**Metal 1**

Scale bar: 20 um. Cells faint in the background.
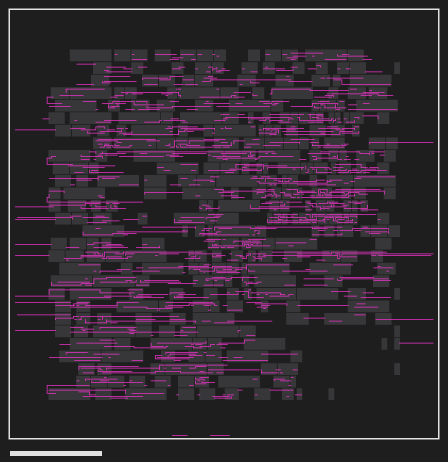
**Routed metal, one colour a layer**

Scale bar: 20 um. Two of the layers only.
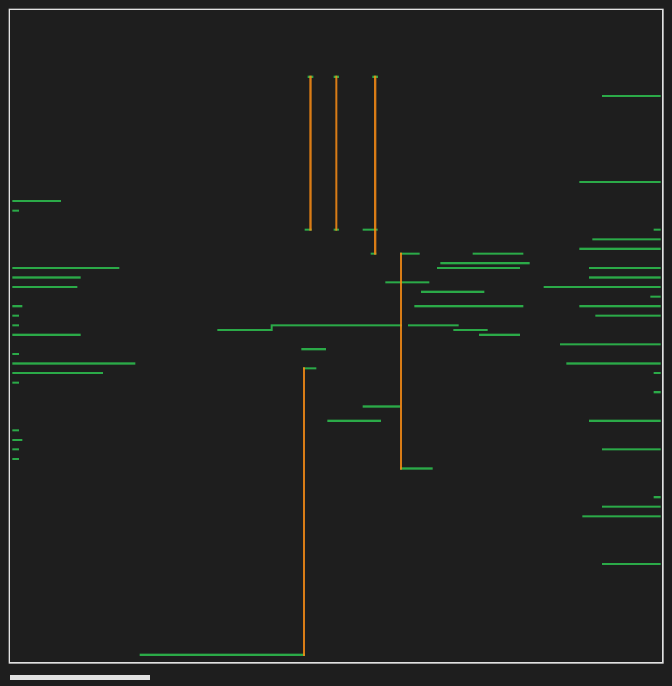
**Routing congestion map**

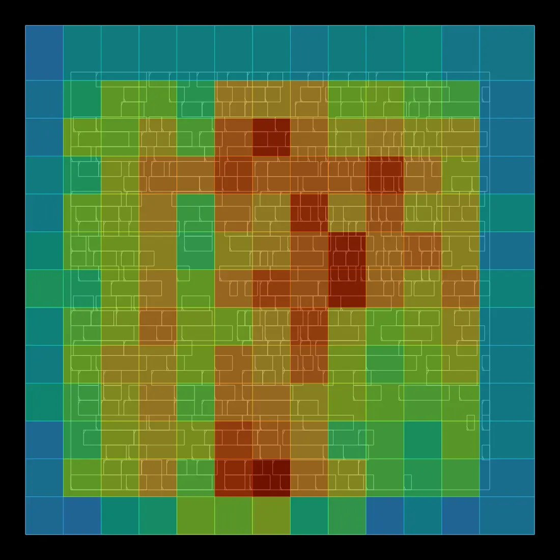
**A small window of the routed layout**

Scale bar: 5 um. Region (60, 60) to (80, 80) um. Cells in grey, sequential cells in the stronger grey; small squares are vias.
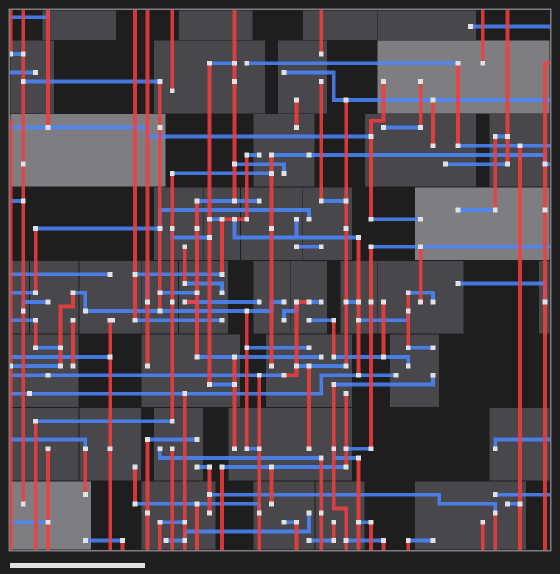
**Routed metal per tile**

The die is cut into 19 by 19 equal tiles; white is low, dark blue is high, scaled to the fullest tile. Values are wire area over tile area, all layers added.
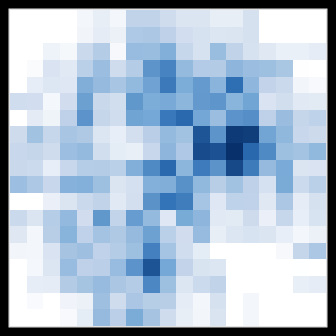
--- config.mk ---
export PLATFORM = sky130hd
export DESIGN_NAME = data_mem_ctrl
export DESIGN_NICKNAME = d
export VERILOG_FILES = /design/src/rtl/data_mem_ctrl.sv
export SDC_FILE = /design/constraint.sdc
export NUM_CORES = 1
export LEC_CHECK = 0
export CAP_MARGIN = 30
export CORE_MARGIN = 8
export CORE_UTILIZATION = 48
export CTS_CLUSTER_DIAMETER = 120
export CTS_CLUSTER_SIZE = 24
export DETAILED_ROUTE_END_ITERATION = 10
export PLACE_DENSITY = 0.82
export SYNTH_ARGS = -nofsm -noshare
export SYNTH_HDL_FRONTEND = slang
export SYNTH_SLANG_ARGS = --single-unit
--- constraint.sdc ---
create_clock -name clk -period 5.83 [get_ports clk]
set_clock_uncertainty 0.15 [all_clocks]
set_input_delay 1.749 -clock clk [delete_from_list [all_inputs] [get_ports clk]]
set_output_delay 1.749 -clock clk [all_outputs]
set_load 0.1 [all_outputs]
--- src/rtl/data_mem_ctrl.sv ---
// data_mem_ctrl: sits between the MEM stage and the byte-wide data segment.
// It splits 16-bit loads and stores into two byte transactions and assembles
// load data little-endian. It rejects misaligned and out-of-segment accesses.
//
// state | meaning
// ------+----------------------------------------------------------------
// IDLE  | waiting for req; inputs latched and checked on accept
// B0    | byte 0 address on the port (write strobe for stores)
// B1    | byte 1 address on the port; load byte 0 captured from mem_rd
// R1    | no port drive; last load byte captured from mem_rd
// FIN   | done pulse (err valid); always returns to IDLE
module data_mem_ctrl #(
  parameter int WIDTH     = 16,
  parameter int ADDRWIDTH = 13
) (
  input  logic             clk,
  input  logic             reset,
  input  logic             req,
  input  logic             wr,
  input  logic             word,
  input  logic [WIDTH-1:0] addr,
  input  logic [WIDTH-1:0] wdata,
  output logic [WIDTH-1:0] rdata,
  output logic             done,
  output logic             err,
  output logic             busy,
  output logic             mem_we,
  output logic [WIDTH-1:0] mem_a,
  output logic [WIDTH-1:0] mem_wd,
  input  logic [WIDTH-1:0] mem_rd
);

  typedef enum logic [2:0] {IDLE, B0, B1, R1, FIN} state_t;

  state_t           state;
  logic [WIDTH-1:0] a_q;
  logic [WIDTH-1:0] wd_q;
  logic             wr_q;
  logic             word_q;
  logic             bad;
  logic             unused_rd_hi;

  // Only the low byte of the segment read port carries data.
  assign unused_rd_hi = ^mem_rd[WIDTH-1:8];

  // Reject misaligned words and any address above the data segment.
  assign bad = (word & addr[0]) | (|addr[WIDTH-1:ADDRWIDTH]);

  // The stall is cleared in the done cycle, so the stage advances exactly then.
  assign busy = ~reset & req & ~done;

  // Sequencer: state, latched request and registered results.
  always_ff @(posedge clk or posedge reset) begin
    if (reset) begin
      state  <= IDLE;
      a_q    <= '0;
      wd_q   <= '0;
      wr_q   <= 1'b0;
      word_q <= 1'b0;
      rdata  <= '0;
      done   <= 1'b0;
      err    <= 1'b0;
    end else begin
      done <= 1'b0;
      err  <= 1'b0;
      case (state)
        IDLE: begin
          if (req) begin
            a_q    <= addr;
            wd_q   <= wdata;
            wr_q   <= wr;
            word_q <= word;
            if (bad) begin
              state <= FIN;
              done  <= 1'b1;
              err   <= 1'b1;
              rdata <= '0;
            end else begin
              state <= B0;
            end
          end
        end
        B0: begin
          if (word_q) begin
            state <= B1;
          end else if (wr_q) begin
            state <= FIN;
            done  <= 1'b1;
          end else begin
            state <= R1;
          end
        end
        B1: begin
          if (wr_q) begin
            state <= FIN;
            done  <= 1'b1;
          end else begin
            rdata[7:0] <= mem_rd[7:0];
            state      <= R1;
          end
        end
        R1: begin
          if (word_q) rdata[15:8] <= mem_rd[7:0];
          else        rdata       <= {{(WIDTH-8){1'b0}}, mem_rd[7:0]};
          state <= FIN;
          done  <= 1'b1;
        end
        FIN:     state <= IDLE;
        default: state <= IDLE;
      endcase
    end
  end

  // Segment port is decoded straight from state so reset drops mem_we at once.
  always_comb begin
    mem_we = 1'b0;
    mem_a  = '0;
    mem_wd = '0;
    case (state)
      B0: begin
        mem_a = a_q;
        if (wr_q) begin
          mem_we = 1'b1;
          mem_wd = {{(WIDTH-8){1'b0}}, wd_q[7:0]};
        end
      end
      B1: begin
        mem_a = a_q + WIDTH'(1);
        if (wr_q) begin
          mem_we = 1'b1;
          mem_wd = {{(WIDTH-8){1'b0}}, wd_q[15:8]};
        end
      end
      default: ;
    endcase
  end

endmodule

==> qor.csv <==
stage,metric,value,unit
power,Max VDD drop,0.0003738,V
floorplanning,Initial Utilization,48.71,%
clocking,clk slew on worst S/H paths,0.11,ns
power,P_comb,928,uW
cells_and_area,Layout Cells excl Fill,411,
timing,PnR worst setup slack,1.182,ns
timing,Post-Route Setup TNS,0,ns
synthesis,most instantiated cells after synthesis,"55 x dfrtp_1, 33 x mux2_2, 19 x a22o_1",
status,status,"finished, final reports clean",
job,Tool Warnings,34,
synthesis,adder share,0.4417,%
synthesis,area fraction in compound gates,17.01,%
grt,vias in the first global route,2392,
critical_path,crit path from,req,
timing,hold_ws,0.3608,ns
detailed_routing,drt pass-1 iters,4,
synthesis,Post-synth EDFFs,0,
cells_and_area,Filler cells,477,
detailed_routing,"antenna viol nets, final",0,
timing,Slew headroom,33.29,%
power,Pwr top,combinational cells,
clocking,Root Buffer,clkbuf_8,
power,leakage,1.565,nW
cells_and_area,Clock buffer cells,6,
job,max cap viols,0,
grt,GRT busiest layer,met2,
worst_hold_path,worst min path class,flip-flop to flip-flop,
cells_and_area,Logic Gate Count,180,
worst_hold_path,Hold Path Stages,1,
synthesis,Distinct lib cells used,47,
power,Sequential Power Share,37.0,%
timing,Final Cycle Share,79.73,%
critical_path,CP peak stage delay,0.52,ns
timing,final hold vios,0,
Back to the opening pictures, 'metal 1':
- main direction: horizontal
- longest straight run: 34.0 um
- wire length on this layer: 3030 um
- share of all routed wire: 42%
DR vias: 2325
GR Util met1: 19.80%
DRT Wirelength: 7304 um

Back to the opening pictures, 'routed metal, one colour a layer':
- orange: metal 4 (wire length 140 um)
- green: metal 3 (wire length 415 um)
Total GRT Usage: 16.77%
wire per inst: 17.77 um

Back to the opening pictures, 'routing congestion map':
GR Util met3: 3.560%
final design utilization: 64.33%

Back to the opening pictures, 'a small window of the routed layout':
- red: metal 2
- blue: metal 1
- cells with their middle in the window: 33
- netlist names of flops here include: `a_q` (3)
- most frequent: o21ai_0 (6), mux2_2 (4)
- sequential cells in the window: 3

Back to the opening pictures, 'routed metal per tile':
- tiles over half the peak: 13%
- densest ninth of the die: centre
- mean over tiles: 0.14

Power and IR drop assume default switching activity.
